## config.mk

```make
export PLATFORM = sky130hd
export DESIGN_NAME = serial_subtractor
export DESIGN_NICKNAME = d
export VERILOG_FILES = /design/src/rtl/serial_subtractor.sv
export SDC_FILE = /design/constraint.sdc
export NUM_CORES = 1
export LEC_CHECK = 0
export CAP_MARGIN = 20
export CORE_AREA = 2 2 70 72
export CTS_CLUSTER_SIZE = 25
export DETAILED_ROUTE_END_ITERATION = 10
export DIE_AREA = 0 0 72 74
export MAX_ROUTING_LAYER = met4
export PLACE_DENSITY = 0.61
export REMOVE_ABC_BUFFERS = 1
export SYNTH_ARGS = -nofsm -noshare
export SYNTH_HDL_FRONTEND = slang
export SYNTH_SLANG_ARGS = --single-unit
```

## constraint.sdc

```tcl
create_clock -name clk -period 1.9 [get_ports clk]
set_clock_uncertainty 0.15 [all_clocks]
set_input_delay 0.19 -clock clk [delete_from_list [all_inputs] [get_ports clk]]
set_output_delay 0.19 -clock clk [all_outputs]
set_load 0.02 [all_outputs]
```

## src/rtl/serial_subtractor.sv

```systemverilog
// Bit-serial subtractor: diff = a - b mod 2^WIDTH, one bit per clock, LSB first.
// Optional macro SERIAL_SUB_OVF_EN adds a signed-overflow output.
module serial_subtractor #(
    parameter int WIDTH = 8
) (
    input  logic             clk,
    input  logic             rst_n,
    input  logic             start,
    input  logic [WIDTH-1:0] a,
    input  logic [WIDTH-1:0] b,
    output logic             busy,
    output logic             done,
    output logic [WIDTH-1:0] diff,
    output logic             borrow
`ifdef SERIAL_SUB_OVF_EN
    ,
    output logic             overflow
`endif
);

    localparam int CW = $clog2(WIDTH + 1);

    typedef enum logic [1:0] {
        IDLE,
        RUN,
        DONE
    } state_t;

    state_t           state;
    logic [WIDTH-1:0] sh_a;
    logic [WIDTH-1:0] sh_b;
    logic [WIDTH-1:0] res;
    logic             br;
    logic [CW-1:0]    cnt;
    logic             d_bit;
    logic             br_next;

`ifdef SERIAL_SUB_OVF_EN
    logic             a_msb;
    logic             b_msb;
`endif

    // One full-subtractor cell, reused every RUN cycle on the current LSBs.
    assign d_bit   = sh_a[0] ^ sh_b[0] ^ br;
    assign br_next = (~sh_a[0] & sh_b[0]) | (~(sh_a[0] ^ sh_b[0]) & br);

    // NOTE: every register here, shift registers included, is reset so an
    // aborted operation leaves no residue; all state updates use <= so the
    // reads within this block see the previous-cycle values.
    always_ff @(posedge clk or negedge rst_n) begin
        if (!rst_n) begin
            state    <= IDLE;
            sh_a     <= '0;
            sh_b     <= '0;
            res      <= '0;
            br       <= 1'b0;
            cnt      <= '0;
            busy     <= 1'b0;
            done     <= 1'b0;
            diff     <= '0;
            borrow   <= 1'b0;
`ifdef SERIAL_SUB_OVF_EN
            a_msb    <= 1'b0;
            b_msb    <= 1'b0;
            overflow <= 1'b0;
`endif
        end else begin
            // Handshake outputs trail the state by one cycle.
            busy <= (state == RUN);
            done <= 1'b0;
            case (state)
                IDLE: begin
                    if (start) begin
                        sh_a  <= a;
                        sh_b  <= b;
                        res   <= '0;
                        br    <= 1'b0;
                        cnt   <= '0;
`ifdef SERIAL_SUB_OVF_EN
                        a_msb <= a[WIDTH-1];
                        b_msb <= b[WIDTH-1];
`endif
                        state <= RUN;
                    end
                end
                RUN: begin
                    res  <= {d_bit, res[WIDTH-1:1]};
                    sh_a <= sh_a >> 1;
                    sh_b <= sh_b >> 1;
                    br   <= br_next;
                    cnt  <= cnt + CW'(1);
                    if (cnt == CW'(WIDTH - 1)) begin
                        state <= DONE;
                    end
                end
                DONE: begin
                    diff     <= res;
                    borrow   <= br;
                    done     <= 1'b1;
`ifdef SERIAL_SUB_OVF_EN
                    overflow <= (a_msb != b_msb) && (res[WIDTH-1] != a_msb);
`endif
                    state    <= IDLE;
                end
                default: state <= IDLE;
            endcase
        end
    end

endmodule
```

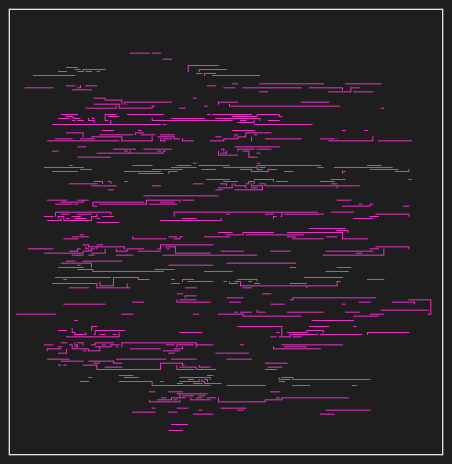
(run_1/layer_met1.png)
(6 px per µm)
share of all routed wire	43%
longest straight run	23.9 µm
wire length on this layer	1,570 µm
main direction	horizontal
nets with wire on the layer	176
final wirelength: 3.636 mm
via count: 1,342
GR Layer Usage met1: 18.49%

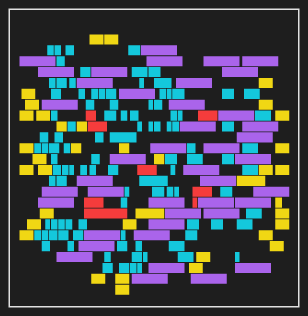
(run_1/placement_by_type.png)
(4 px per µm)
class	colour	cells
clock drivers and dummy loads	red	8
remaining buffers and delay cells	yellow	37
combinational and other logic	cyan	103
sequential cells	purple	42
Final Instance Area: 2297 µm²
num rows: 25

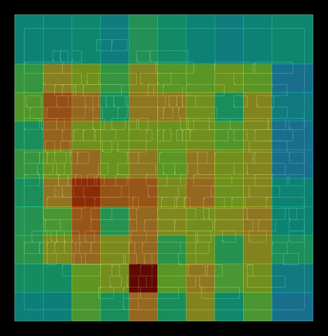
(run_1/congestion.png)
WL/cell: 14.90 µm
share of the core filled with cells: 49.96%
highest-utilization routing layer at the global route stage: met2

==> run notes, run 1 <==
Synthesis and place-and-route results.

- The CTS clock-pin slew for the worst setup and hold paths is around 0.08 ns.
- Of all nets on the critical path, the largest fanout is 2.
- The path type of the worst setup path is reg2out.
- The layout report lists the multi-input gate area as 680.7 µm².
- The number of buffer cells added on primary ports is 29.
- The worst setup path is launched from a flop.
- The pre-antenna-repair detailed-routing pass consisted of 4 iterations.
- In this run the worst hold path is classified as in2async.
- The via count of the first global-routing pass is about 1.4k.
- Across the whole layout, multi-input logic makes up about 30% of the cell area.
- Looking at the reg2reg group, the worst path starts from state[1].
- 30 I/O pins were placed.
- The synthesized netlist contains 26 unique library cells.
- The final critical-path required period is 1.587 ns.
- Traced cell by cell, the critical path runs through clkdlybuf4s50_1.
- During tapcell insertion the tool placed roughly 54 well taps.
- In the final design, more cell area goes to flip-flops and latches than to any other class.
- The max-capacitance violation count is 0.
- Summed over all nets, the switching power comes to roughly 1.0 mW.
- The number of clock-tree buffers in the layout is 6.
- The final clock period utilization by the worst path is 83.52%.
- The non-clock inverter instance count of the final layout is 4.
- The fraction of final layout cells sized beyond drive strength 1 is 14.74%.
- Dividing total power by cell area gives a power density of 1373 nW/µm².
- Counting every instance in the synthesized netlist gives roughly 160.
- The global route stage reports its total congestion overflow as 0.
- The fraction of area in non-clock buffers is roughly 16%.
- Counting flops with a built-in enable in the synthesized netlist gives 0.
- The flow ran to the end, and the final reports show no timing, DRC or antenna violations.
- The area added between synthesis and finish is 26.88%.
- The total power after layout is 3.153 mW.
- The DRC violation total left in the routed layout is recorded as 0.
- The fraction of cell area in sequential cells is reported as 45.75%.
- The transition time recorded at the tightest slew-check pin is 0.5325 ns.
- The leakage power figure is 1.005 nW.
- The final instance count without filler cells is 244.
- Yosys instantiated no cell more often than sky130_fd_sc_hd__dfrtp_1.
- The timing report notes that buffer and inverter cells on the critical path total 1.
- The fraction of power consumed by the clock network is 21.8%.
- The total of fill cells in the finished design is 416.
- The prevailing post-synth register cell is sky130_fd_sc_hd__dfrtp_1.
- The power report lists cell-internal power as 2.131 mW.
- The synthesized netlist occupies a cell area of 1810 µm².
- The final max-slew violation count is 0.
- The final setup violation count is 0.
- The total cells reported by yosys after synthesis is approximately 160.
- The wire length of the first global-routing pass is between 6 and 7 mm.
- The floorplan step set the die width to about 70 µm.
- The sequential cell area fraction in the yosys report is 58.05%.
- The highest-delay cell along the critical path is sky130_fd_sc_hd__clkdlybuf4s50_1.
- OpenROAD emitted warnings numbering 25.
- The required time of the worst setup path is 1.56 ns.
- The flip-flop and latch count after synthesis is 42.
- In this run, placement finished with an instance count of 235.
- The register share of total power is a little under half.
- The kind of cell with the highest combined delay along the critical path is buffers and inverters.
- Per the detailed placement report, the placed cell area equals 2177 µm².
- The floorplan step records an initial core utilization of between 30% and 40%.
- The hold slack is 0.2592 ns.
- TritonCTS built the clock tree.
- The finished design was reported to have a net count of 210.
- No sink is reached through more buffers than the 2 on the longest clock path.
- The worst slew margin relative to its limit is 64.50%.
- For reference, the top cells by count after synthesis are 42 x sky130_fd_sc_hd__dfrtp_1, 17 x sky130_fd_sc_hd__o21ai_0, 13 x sky130_fd_sc_hd__a21oi_1, 13 x sky130_fd_sc_hd__a22oi_1, 13 x sky130_fd_sc_hd__nor2b_1.
- Timing would allow up to 0.6302 GHz.
- The portion of synthesized cell area occupied by the leading cell type is 58.05%.
- The average via count per standard cell is 5.500.
- The clock drives 42 sinks.
- The first-iteration detailed-routing DRC count is 91.
- The chip area estimate from yosys synthesis is 1810 µm².
- In the post-synthesis netlist, the biggest area contributors are sky130_fd_sc_hd__dfrtp_1 58%, sky130_fd_sc_hd__mux2_2 6.2%, sky130_fd_sc_hd__a22oi_1 5.4%.
- The initial antenna violation count came to 0.
- Of all cell types, the one taking the most synthesized area is sky130_fd_sc_hd__dfrtp_1.
- The count of plain and timing-repair buffers in the layout is 37.
- The wire-length estimate of the detail-placed layout is 2.482 mm.
- The fraction of synthesis flops using an asynchronous set or reset pin is 100.0%.
- The combinational cell fraction of total power is about a third.
- The arrival time of data at the worst endpoint is listed as about 1.3 ns.
- The flop count is 42.
- On the worst path, the slowest cell contributes a delay of around 0.60 ns.
- The average footprint of a synthesized cell is 11.68 µm².
- The number of failing hold endpoints at the final stage is 0.
- The fraction of power spent switching nets is 32.41%.
- The area of all sequential standard cells is approximately 1100 µm².
- The worst setup slack before clock tree synthesis is roughly 0.13 ns.
- The multi-input combinational gate total is 99.
- The proportion of cell area spent on the clock network is 4.793%.
- The source of the critical timing path is borrow.
- The sort of element at the end of the critical path is an output port.
- The minimum setup slack in the final design is 0.3132 ns.
- The later pin in the worst-skew pair is clocked with a latency of 0.29 ns.
- In this run the vertical extent of the chip is 74 µm.
run 1: power by group through the flow:
stage | clock (mW) | sequential (mW) | combinational (mW)
floorplan | 0 | 1.50 | 0.542
global placement | 0 | 1.42 | 1.02
detailed placement | 0 | 1.44 | 1.05
CTS | 0.708 | 1.43 | 1.05
global route | 0.748 | 1.47 | 1.16
finish | 0.688 | 1.42 | 1.04
run 1: cell families after synthesis:
logic type | after synthesis | synth area share (%)
AOI/OAI and AO/OA | 57 | 20.73
and+or+nand+nor | 30 | 8.846
buffers and inverters | 14 | 4.354
adders and majority gates | 2 | 1.797
muxes | 10 | 6.220
DFF | 42 | 58.05
run 1: layout by cell type (no fill, tap or decap), drive strengths merged:
master         count
bufinv             1
mux2              10
nand3              1
nor3               1
ha                 1
a22o              10
clkdlybuf4s50     28
clkinvlp           1
fa                 1
o21ai             17
dlygate4sd3        1
a21oi             13
nand2             10
buf                8
nor2               2
inv                4
nand2b             2
o22ai              1
o21bai             1
a22oi             13
a31oi              1
clkbuf             6
dfrtp             42
nor2b             13
and3b              1
a41oi              1
run 1: path summary, 6_finish.rpt:
kind	end	slack (ns)	cells past startpoint
worst max-delay path	borrow	0.31	1
worst min-delay path	diff[4]	0.26	2
worst max register to register	cnt[3]	0.37	4
worst min register to register	sh_b[3]	0.34	2
max in group asynchronous	sh_a[1]	0.85	3
min in group clk	sh_b[3]	0.34	2
run 1: layer usage:
metal	vias to the layer above	track usage, %	wire [µm]
met5	-	-	0
li1	630	-	-
met3	7	3.252	181
met1	655	18.49	1567
met2	50	27.37	1838
met4	0	5.660	48
run 1: what timing repair did:
action | CTS | global route
hold buffers | 1 | 0
endpoints found under the hold margin | 22 | 0
resized | 0 | 0
setup endpoints to repair | 0 | 0
==> run_1/detail.png <==
Window x 6 to 31, y 43 to 68 µm. Cells in grey, sequential cells in the stronger grey; small squares are vias.
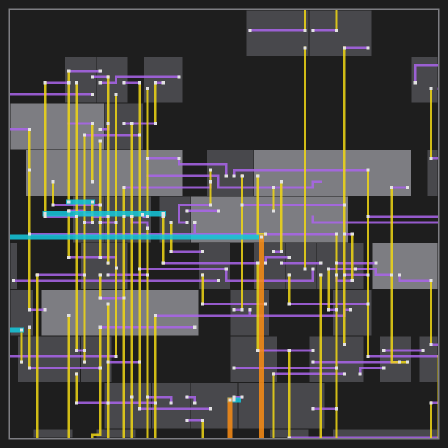

## Run 2: what changed since run 1
Settings changed: PLACE_DENSITY 0.61 to 0.64.
Clock period 1.9 ns to 1.41 ns, I/O delays scaled along.
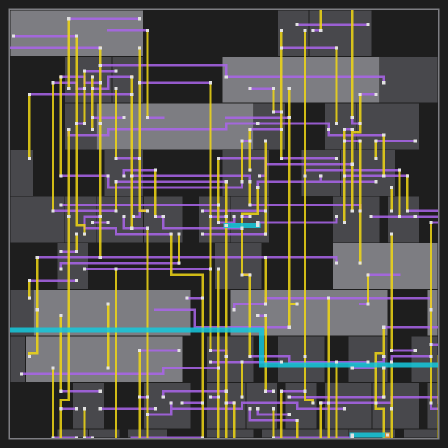
(run_2/detail.png)
Window x 6 to 31, y 43 to 68 µm. Cells in grey, sequential cells in the stronger grey; small squares are vias.
layer	colour
metal 1	purple
metal 4	orange
metal 3	cyan
metal 2	yellow
cells with their middle in the window	40
netlist names of flops here include	sh_a (6), sh_b (1)
most frequent	dfrtp_1 (7), nor2b_1 (6), a21oi_1 (6)
sequential cells in the window	7

==> run notes, run 2 <==
Synthesis and place-and-route results.

- The arrival time at the worst endpoint is 1.35 ns (+0.10 ns).
- The TritonCTS clock tree is built.
- The vertical extent of the die is 74 µm (unchanged).
- The number of buffer cells added on primary ports came to 29 (unchanged).
- The max-capacitance violation count is 0 (unchanged).
- The total grt overflow is 0 (unchanged).
- The top power consumer group is sequential cells.
- The sort of element at the end of the critical path is a flop.
- The latest clock arrival within the worst-skew pair is 0.29 ns (about the same).
- The average via count per standard cell is 5.357 (-2.6%).
- The count of tool warnings came to 25 (unchanged).
- The portion of synthesized cell area occupied by the leading cell type is 58.05% (unchanged).
- The fraction of power spent switching nets is 31.04% (-1.4 points).
- The power in sequential cells came to 1.91 mW (+35%).
- The cell row count was 25 (unchanged).
- The via count of the first global-routing pass came to 1,476 (+6.6%).
- The wire length of the first global-routing pass is 6.713 mm (+6.5%).
- The area added between synthesis and finish is 34.14%.
- Per STA, the endpoint of the critical path is diff[6].
- The final setup violation count is 0 (unchanged).
- Timing would allow up to between 0.7 and 0.8 GHz.
- Per the synth stats, the flop cell with the highest instance count is sky130_fd_sc_hd__dfrtp_1.
- The instance tally after logic synthesis is 155 (unchanged).
- The number of synthesized flops with an enable pin was 0 (unchanged).
- Traced cell by cell, the critical path runs through nand2b_1, buf_12, mux2_2.
- The reported clock group power is 1.17 mW (+70%).
- The number of logic stages on the critical path including buffering is 3 (+2).
- In this run the critical register-to-register path is captured at diff[6].
- The leakage power figure is 1.132 nW (+13%).
- The routed via count was 1,366 (+1.8%).
- The final critical-path required period is roughly 1.3 ns.
- The estimated wirelength of the detail-placed design is 2.663 mm (+7.3%).
- The number of failing hold endpoints at the final stage came to 0 (unchanged).
- The number of placed I/O pins is 30 (unchanged).
- The minimum setup slack in the final design is 0.08154 ns (-0.2317 ns).
- The most common logic cells in the final layout are 40 x sky130_fd_sc_hd__dfrtp_1, 17 x sky130_fd_sc_hd__clkdlybuf4s50_1, 15 x sky130_fd_sc_hd__o21ai_0, 14 x sky130_fd_sc_hd__buf_4.
- The total DRC errors in the routed layout was 0 (unchanged).
- The average footprint of a synthesized cell was 11.68 µm² (unchanged).
- The worst reg2reg path depth is 3 (-1).
- The number of nets in the layout is 221 (+5.2%).
- The total buffers and inverters traversed by the critical path is 1 (unchanged).
- For this design, the slowest cell found on the critical path is sky130_fd_sc_hd__dfrtp_2.
- The number of routed nets with antenna violations is 0.
- The cell family contributing the most delay on the critical path is flip-flops.
- The sequential cell area fraction in the yosys report came to 58.05% (unchanged).
- The post-layout instance area is 2429 µm² (+5.7%).
- The startpoint identified for the worst register-to-register timing path is state[0].
- The transition time at the pin with the least slew margin is 0.2271 ns (-0.3054 ns).
- The hold slack was 0.2034 ns (-0.05582 ns).
- The area after detailed placement is 2285 µm² (+4.9%).
- The main area contributors are sky130_fd_sc_hd__dfrtp_1 58%, sky130_fd_sc_hd__mux2_2 6.2%, sky130_fd_sc_hd__a22oi_1 5.4%.
- The initial core utilization was 39.37% (unchanged).
- The final instance count without filler cells is 255 (+4.5%).
- The worst slew margin relative to its limit came to 84.86% (+20 points).
- The post-detailed-routing wire length is 3.710 mm (+2.0%).
- The peak fanout along the critical path is 10 (+8).
- The total power density per cell area is 1904 nW/µm² (+39%).
- The total cells reported by yosys after synthesis is 155 (unchanged).
- The commonest cells after synthesis are 42 x sky130_fd_sc_hd__dfrtp_1, 17 x sky130_fd_sc_hd__o21ai_0, 13 x sky130_fd_sc_hd__a21oi_1, 13 x sky130_fd_sc_hd__a22oi_1, 13 x sky130_fd_sc_hd__nor2b_1.
- The combined area of all synthesized cells was 1810 µm² (unchanged).
- The final max-slew violation count is 0 (unchanged).
- The final clock period utilization by the worst path is 94.22%.
- The flip-flop and latch count after synthesis is 42 (unchanged).
- The power in combinational cells is 1.55 mW (+49%).
- Looking at the gate-level netlist, the highest instance count belongs to sky130_fd_sc_hd__dfrtp_1.
- The worst setup slack before clock tree synthesis was -0.1966 ns (-0.3239 ns).
- The initial antenna violation count was 0 (unchanged).
- The clock sink count is 42 (unchanged).
- The maximum root-to-sink buffer count is 2 (unchanged).
- The fraction of synthesis flops using an asynchronous set or reset pin is 100.0% (unchanged).
- The number of optimization iterations in the first detailed-route pass came to 4 (unchanged).
- The run finished with clean final reports.
- The required time of the worst setup path was 1.44 ns (-0.12 ns).
- The CTS clock-pin slew for the worst setup and hold paths came to 0.08 ns (about the same).
- The fraction of power consumed by the clock network is 25.2% (+3.4 points).
- The count of unique library cells instantiated by Yosys is 26 (unchanged).
- The critical path in this run is classified as reg2reg.
- The fraction of final layout cells sized beyond drive strength 1 is 21.39% (+6.7 points).
- The slack of the worst reg-to-reg path is 0.08 ns (-0.29 ns).
- The switching power summed over all nets came to 1.435 mW (+40%).
- In this run the worst hold path is classified as in2async.
- The total power after layout was 4.624 mW (+47%).
- The combinational cell fraction of total power came to 33.5% (+0.5 points).
- The number of instances in the placed design is 246 (+4.7%).
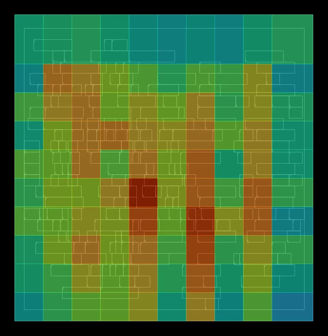
(run_2/congestion.png)
WL/cell: 14.55 µm
share of the core filled with cells: 52.82%

## run 2: netlist changes by cell type in the layout (fill, tap and decap cells not counted), sizes merged
cell and change:
bufinv +1, clkinvlp -1, buf +11, dlygate4sd2 +11
clkdlybuf4s50 -11
## run 2: layout make-up
| class | instances | area, µm² |
|---|---|---|
| Clock buffer | 6 | 82.58 |
| Tap cell | 54 | 67.56 |
| Timing Repair Buffer | 48 | 466.7 |
| Fill cell | 413 | 2170 |
| Clock inverter | 2 | 60.06 |
| Multi-Input combinational cell | 99 | 683.2 |
| Sequential cell | 42 | 1054 |
| Inverter | 4 | 15.01 |
## run 2: per-layer routing
layer | GRT usage (%) | share of wire [%] | wire [µm]
met5 | - | 0 | 0
met4 | 3.983 | 0.67 | 25
met3 | 4.743 | 3.5 | 129
met2 | 29.12 | 51 | 1889
met1 | 19.42 | 45 | 1666
## run 2: logic make-up (layout without fill, tap and decap cells)
kind of cell | after synthesis | count (layout) | share of synthesized area, %
buffers and inverters | 14 | 60 | 4.354
AND-OR/OR-AND | 57 | 57 | 20.73
AND/OR/NAND/NOR | 30 | 30 | 8.846
adder cells (fa/ha/maj) | 2 | 2 | 1.797
flip-flops | 42 | 42 | 58.05
multiplexers | 10 | 10 | 6.220
## run 2: tightest hold or removal path: stages
cell and delay (ns):
sky130_fd_sc_hd__dlygate4sd3_1 0.52, sky130_fd_sc_hd__buf_2 0.12, sky130_fd_sc_hd__buf_12 0.23
## run 2: timing repair
| item | 4_1_cts | 5_1_grt |
|---|---|---|
| endpoints found under the hold margin | 42 | 0 |
| hold buffers | 1 | 0 |
| setup endpoints to repair | 11 | 17 |
| setup buffers | 0 | 0 |
| resized | 11 | 5 |
| pin swaps | 0 | 1 |
| gates cloned | 0 | 0 |
==> run_2/layer_met1.png <==
(6 px per µm)
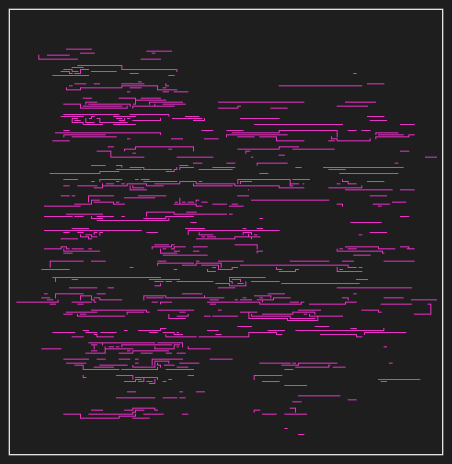

## Run 3: what changed since run 2
Settings changed: DONT_BUFFER_PORTS set to 1, PLACE_DENSITY 0.64 to 0.55.
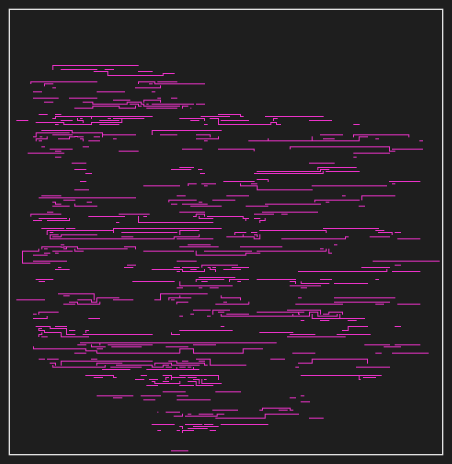
(run_3/layer_met1.png)
(6 px per µm)
share of all routed wire	46%
wire length on this layer	1,690 µm
longest straight run	32.7 µm
via count: 1,253
GR Layer Usage met1: 19.61%

==> run notes, run 3 <==
Synthesis and place-and-route results.

- The met2 wirelength from detailed routing is 1.749 mm (-7.4%).
- The total power after layout is 4.432 mW (-4.1%).
- The final setup violation count is 0 (unchanged).
- Setup repair after global routing left no endpoint under its margin.
- The core footprint is 4598 µm².
- By area, the class that comes first in the final layout consists of flip-flops and latches.
- The sort of element at the end of the critical path is a flop.
- The sequential cell area fraction in the yosys report is 58.05% (unchanged).
- The total cells reported by yosys after synthesis is 155 (unchanged).
- The total DRC errors in the routed layout is 0 (unchanged).
- The flop share of the area is 46.18% (+2.8 points).
- The worst setup path is launched from a flop.
- The flip-flop and latch count after synthesis came to 42 (unchanged).
- The final clock period utilization by the worst path is 96.40% (+2.2 points).
- The fraction of area in non-clock buffers is 14.02% (-5.2 points).
- The capture endpoint of the worst hold path is sh_a[1].
- The number of synthesized flops with an enable pin was 0 (unchanged).
- The flow ran to the end, but the final reports show violations.
- The synthesis log from Yosys contains 0 warnings.
- The total number of tap cells was 54 (unchanged).
- The worst setup slack before clock tree synthesis is 0.03238 ns (+0.2290 ns).
- The initial antenna violation count is 0 (unchanged).
- The multi-input combinational gate total is 99 (unchanged).
- The commonest cells after synthesis are 42 x sky130_fd_sc_hd__dfrtp_1, 17 x sky130_fd_sc_hd__o21ai_0, 13 x sky130_fd_sc_hd__a21oi_1, 13 x sky130_fd_sc_hd__a22oi_1, 13 x sky130_fd_sc_hd__nor2b_1.
- The first-iteration detailed-routing DRC count is 43.
- The accumulated negative setup slack is 0 ns.
- The CTS clock-pin slew for the worst setup and hold paths was 0.08 ns (about the same).
- The timing-limited maximum frequency is 0.7357 GHz (-2.3%).
- The routed length per placed instance is 15.33 µm (+5.4%).
- The flop count is 42 (unchanged).
- The instance tally after logic synthesis is 155 (unchanged).
- The arrival time at the worst endpoint is 1.40 ns (+0.05 ns).
- The topmost layer with routed signal wires is met4.
- The fraction of synthesis flops using an asynchronous set or reset pin is 100.0% (unchanged).
- The area after detailed placement was 1942 µm² (-15%).
- The combined area of the multi-input logic cells is 685.7 µm² (+0.37%).
- The final core utilization was 49.50% (-3.3 points).
- The number of clock-tree buffers in the layout was 5 (-1).
- The clock sink count is 42 (unchanged).
- TritonCTS built the clock tree.
- The hold slack is -0.07362 ns (-0.2770 ns).
- Looking at area per cell type in the netlist, the leader is sky130_fd_sc_hd__dfrtp_1.
- The vertical extent of the die came to 74 µm (unchanged).
- The peak fanout along the critical path was 4 (-6).
- The total global-route track usage is 15.83%.
- The via count of the first global-routing pass is 1,331 (-9.8%).
- The minimum setup slack in the final design is 0.05079 ns (-0.03074 ns).
- Ranking logic cells in the layout by count gives the top entries 42 x sky130_fd_sc_hd__dfrtp_1, 16 x sky130_fd_sc_hd__dlygate4sd3_1, 13 x sky130_fd_sc_hd__a21oi_1, 13 x sky130_fd_sc_hd__a22oi_1, 12 x sky130_fd_sc_hd__o21ai_0.
- The fraction of final layout cells sized beyond drive strength 1 is 20.22% (-1.2 points).
- The path type of the worst setup path is reg2reg.
- The count of plain and timing-repair buffers in the layout is 30 (-38%).
- The area of all sequential standard cells is 1051 µm² (-0.24%).
- The count of tool warnings is 27 (+8.0%).
- Leaving out fill and tap cells, the most frequent cell in the layout is sky130_fd_sc_hd__dfrtp_1.
- The final critical-path required period came to 1.359 ns (+0.03074 ns).
- Per the gpl log, the routability congestion estimate is 0.8173.
- The non-clock inverter instance count of the final layout was 4 (unchanged).
- The final reports fail on negative hold slack.
- The chip area estimate from yosys synthesis is 1810 µm².
- The final max-slew violation count was 0 (unchanged).
- The required time of the worst setup path is 1.45 ns (about the same).
- The post-detailed-routing wire length was 3.633 mm (-2.1%).
- The startpoint of the lowest-slack register-to-register path is cnt[1].
- The total CTS buffers is 5.
- The cell row count was 25 (unchanged).
- The number of failing hold endpoints at the final stage came to 13 (+13).
- The cell with the most instances after synthesis is sky130_fd_sc_hd__dfrtp_1.
- The average footprint of a synthesized cell came to 11.68 µm² (unchanged).
- The number of routed nets with antenna violations is 0 (unchanged).
- The average via count per standard cell came to 5.287 (-1.3%).
- The leakage power figure is 1.027 nW (-9.3%).
- The maximum root-to-sink buffer count came to 2 (unchanged).
- The combined area of all synthesized cells is 1810 µm² (unchanged).
- The path category of the worst min-delay check is in2reg.
- The number of nets in the layout is 203 (-8.1%).
- The post-cts hold-fix buffer tally was 17 (+16).
- Yosys attributes the largest share of cell area to sky130_fd_sc_hd__dfrtp_1 58%, sky130_fd_sc_hd__mux2_2 6.2%, sky130_fd_sc_hd__a22oi_1 5.4%.
- The worst reg2reg path depth is 3 (unchanged).
- The latest clock arrival within the worst-skew pair is 0.29 ns (about the same).
- The proportion of cell area spent on the clock network is 6.047% (+0.17 points).
- The max-capacitance violation count came to 0 (unchanged).
- The estimated wirelength of the detail-placed design is 2.483 mm (-6.8%).
- The post-route met1 wirelength is 1.687 mm (+1.3%).
- Between the synthesized netlist and the finished layout, the area growth was recorded as 25.71%.
- The number of optimization iterations in the first detailed-route pass was 5 (+1).
- The multi-input gate share of the layout cell area was 30.13% (+2.0 points).
- The post-layout instance area came to 2276 µm² (-6.3%).
- The number of placed I/O pins is 30 (unchanged).
- The total of fill cells in the finished design is 433 (+4.8%).
- The wire length of the first global-routing pass is 6.210 mm (-7.5%).
- The total power density per cell area is 1947 nW/µm² (+2.3%).
- The count of unique library cells instantiated by Yosys is 26 (unchanged).
- The transition time at the pin with the least slew margin is 0.2280 ns (+0.0008866 ns).
- The portion of synthesized cell area occupied by the leading cell type was 58.05% (unchanged).
- The number of buffer cells added on primary ports is 0 (-100%).
- The total grt overflow came to 0 (unchanged).
- The worst slew margin relative to its limit was 84.80% (about the same).
- The final antenna diode tally reported by the flow is 0.
- The prevailing post-synth register cell is sky130_fd_sc_hd__dfrtp_1.
- The sum of met3 wire segment lengths after detailed routing came to 150 µm (+16%).
- The endpoint of the worst-slack reg-to-reg timing path is cnt[2].
- The slack of the worst reg-to-reg path is 0.05 ns (-0.03 ns).
- The initial core utilization is 39.37% (unchanged).
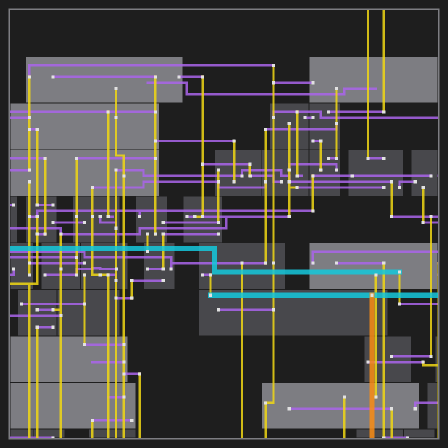
(run_3/detail.png)
Window x 6 to 31, y 43 to 68 µm. Cells in grey, sequential cells in the stronger grey; small squares are vias.
layer	colour
metal 1	purple
metal 2	yellow
metal 4	orange
metal 3	cyan
most frequent	dfrtp_1 (8), nor2b_1 (4), a22oi_1 (4)
netlist names of flops here include	sh_a (6), state (2)
cells with their middle in the window	28
sequential cells in the window	8

[run 3: cell counts after synthesis]
No cell type changed its count.
[run 3: layer usage]
layer	track usage, %	vias to the layer above
li1	-	611
met1	19.61	606
met2	25.31	30
met3	4.743	6
met4	4.612	0
met5	-	-
[run 3: power by group]
part | switching [mW] | total (mW) | internal [mW]
Combinational | 0.558 | 1.25 | 0.691
Sequential | 0.427 | 2.04 | 1.61
Clock | 0.432 | 1.14 | 0.710
[run 3: metrics by stage]
step           instances  hold slack [ns]
2_1_floorplan        145          -0.3046
3_3_place_gp         211          -0.3037
3_5_place_dp         211          -0.3037
4_1_cts              236         -0.07553
5_1_grt              237         -0.07442
6_report             237         -0.07362
[run 3: cells by family (layout without fill, tap and decap cells)]
kind of cell    Yosys count  after routing  synth area share [%]
flops                    42             42                 58.05
compound gates           57             57                 20.73
mux                      10             10                 6.220
fa+ha+maj                 2              2                 1.797
simple gates             30             30                 8.846
buf+inv                  14             42                 4.354
[run 3: repair_timing]
action	in CTS	in global routing
setup endpoints to repair	0	14
setup buffers	0	1
resized	0	8
endpoints found under the hold margin	59	12
[run 3: worst max-delay path, cell delays in order, from the launching register on]
cell	delay, ns
sky130_fd_sc_hd__dfrtp_1	0.40
sky130_fd_sc_hd__ha_1	0.20
sky130_fd_sc_hd__mux2_2	0.34
sky130_fd_sc_hd__a22o_1	0.17
[run 3: worst max-delay path by stage]
| stage | start | to | slack (ns) | cells past startpoint |
|---|---|---|---|---|
| global placement | state[0] | diff[5] | 0.09 | 3 |
| CTS | state[1] | sh_a[2] | 0.01 | 5 |
| detailed placement | state[1] | sh_a[2] | 0.03 | 5 |
| floorplan | state[0] | borrow | -0.26 | 2 |
| global route | cnt[1] | cnt[2] | 0.002 | 3 |
| finish | cnt[1] | cnt[2] | 0.05 | 3 |

==> notes/layouts.md <==
Pictures saved along the way, in no particular order.

Drive-strength map.
(4 px per µm)
shot_01.png
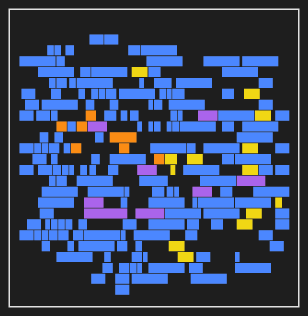
shot_02.png
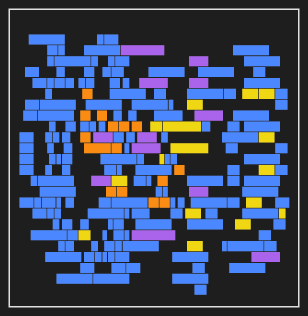
shot_03.png
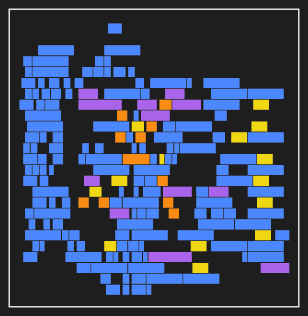
| from | picture |
|---|---|
| run 3 | shot_03.png |
| run 1 | shot_01.png |
| run 2 | shot_02.png |

Key to shot_02.png:
size	colour	cells	share
_3 and _4 cells	orange	15	7.5%
_2 cells	yellow	16	8.0%
_6 and larger	purple	12	6.0%
_0 and _1 cells	blue	158	79%

No activity file was given, so power comes from the tool's default toggle rates.
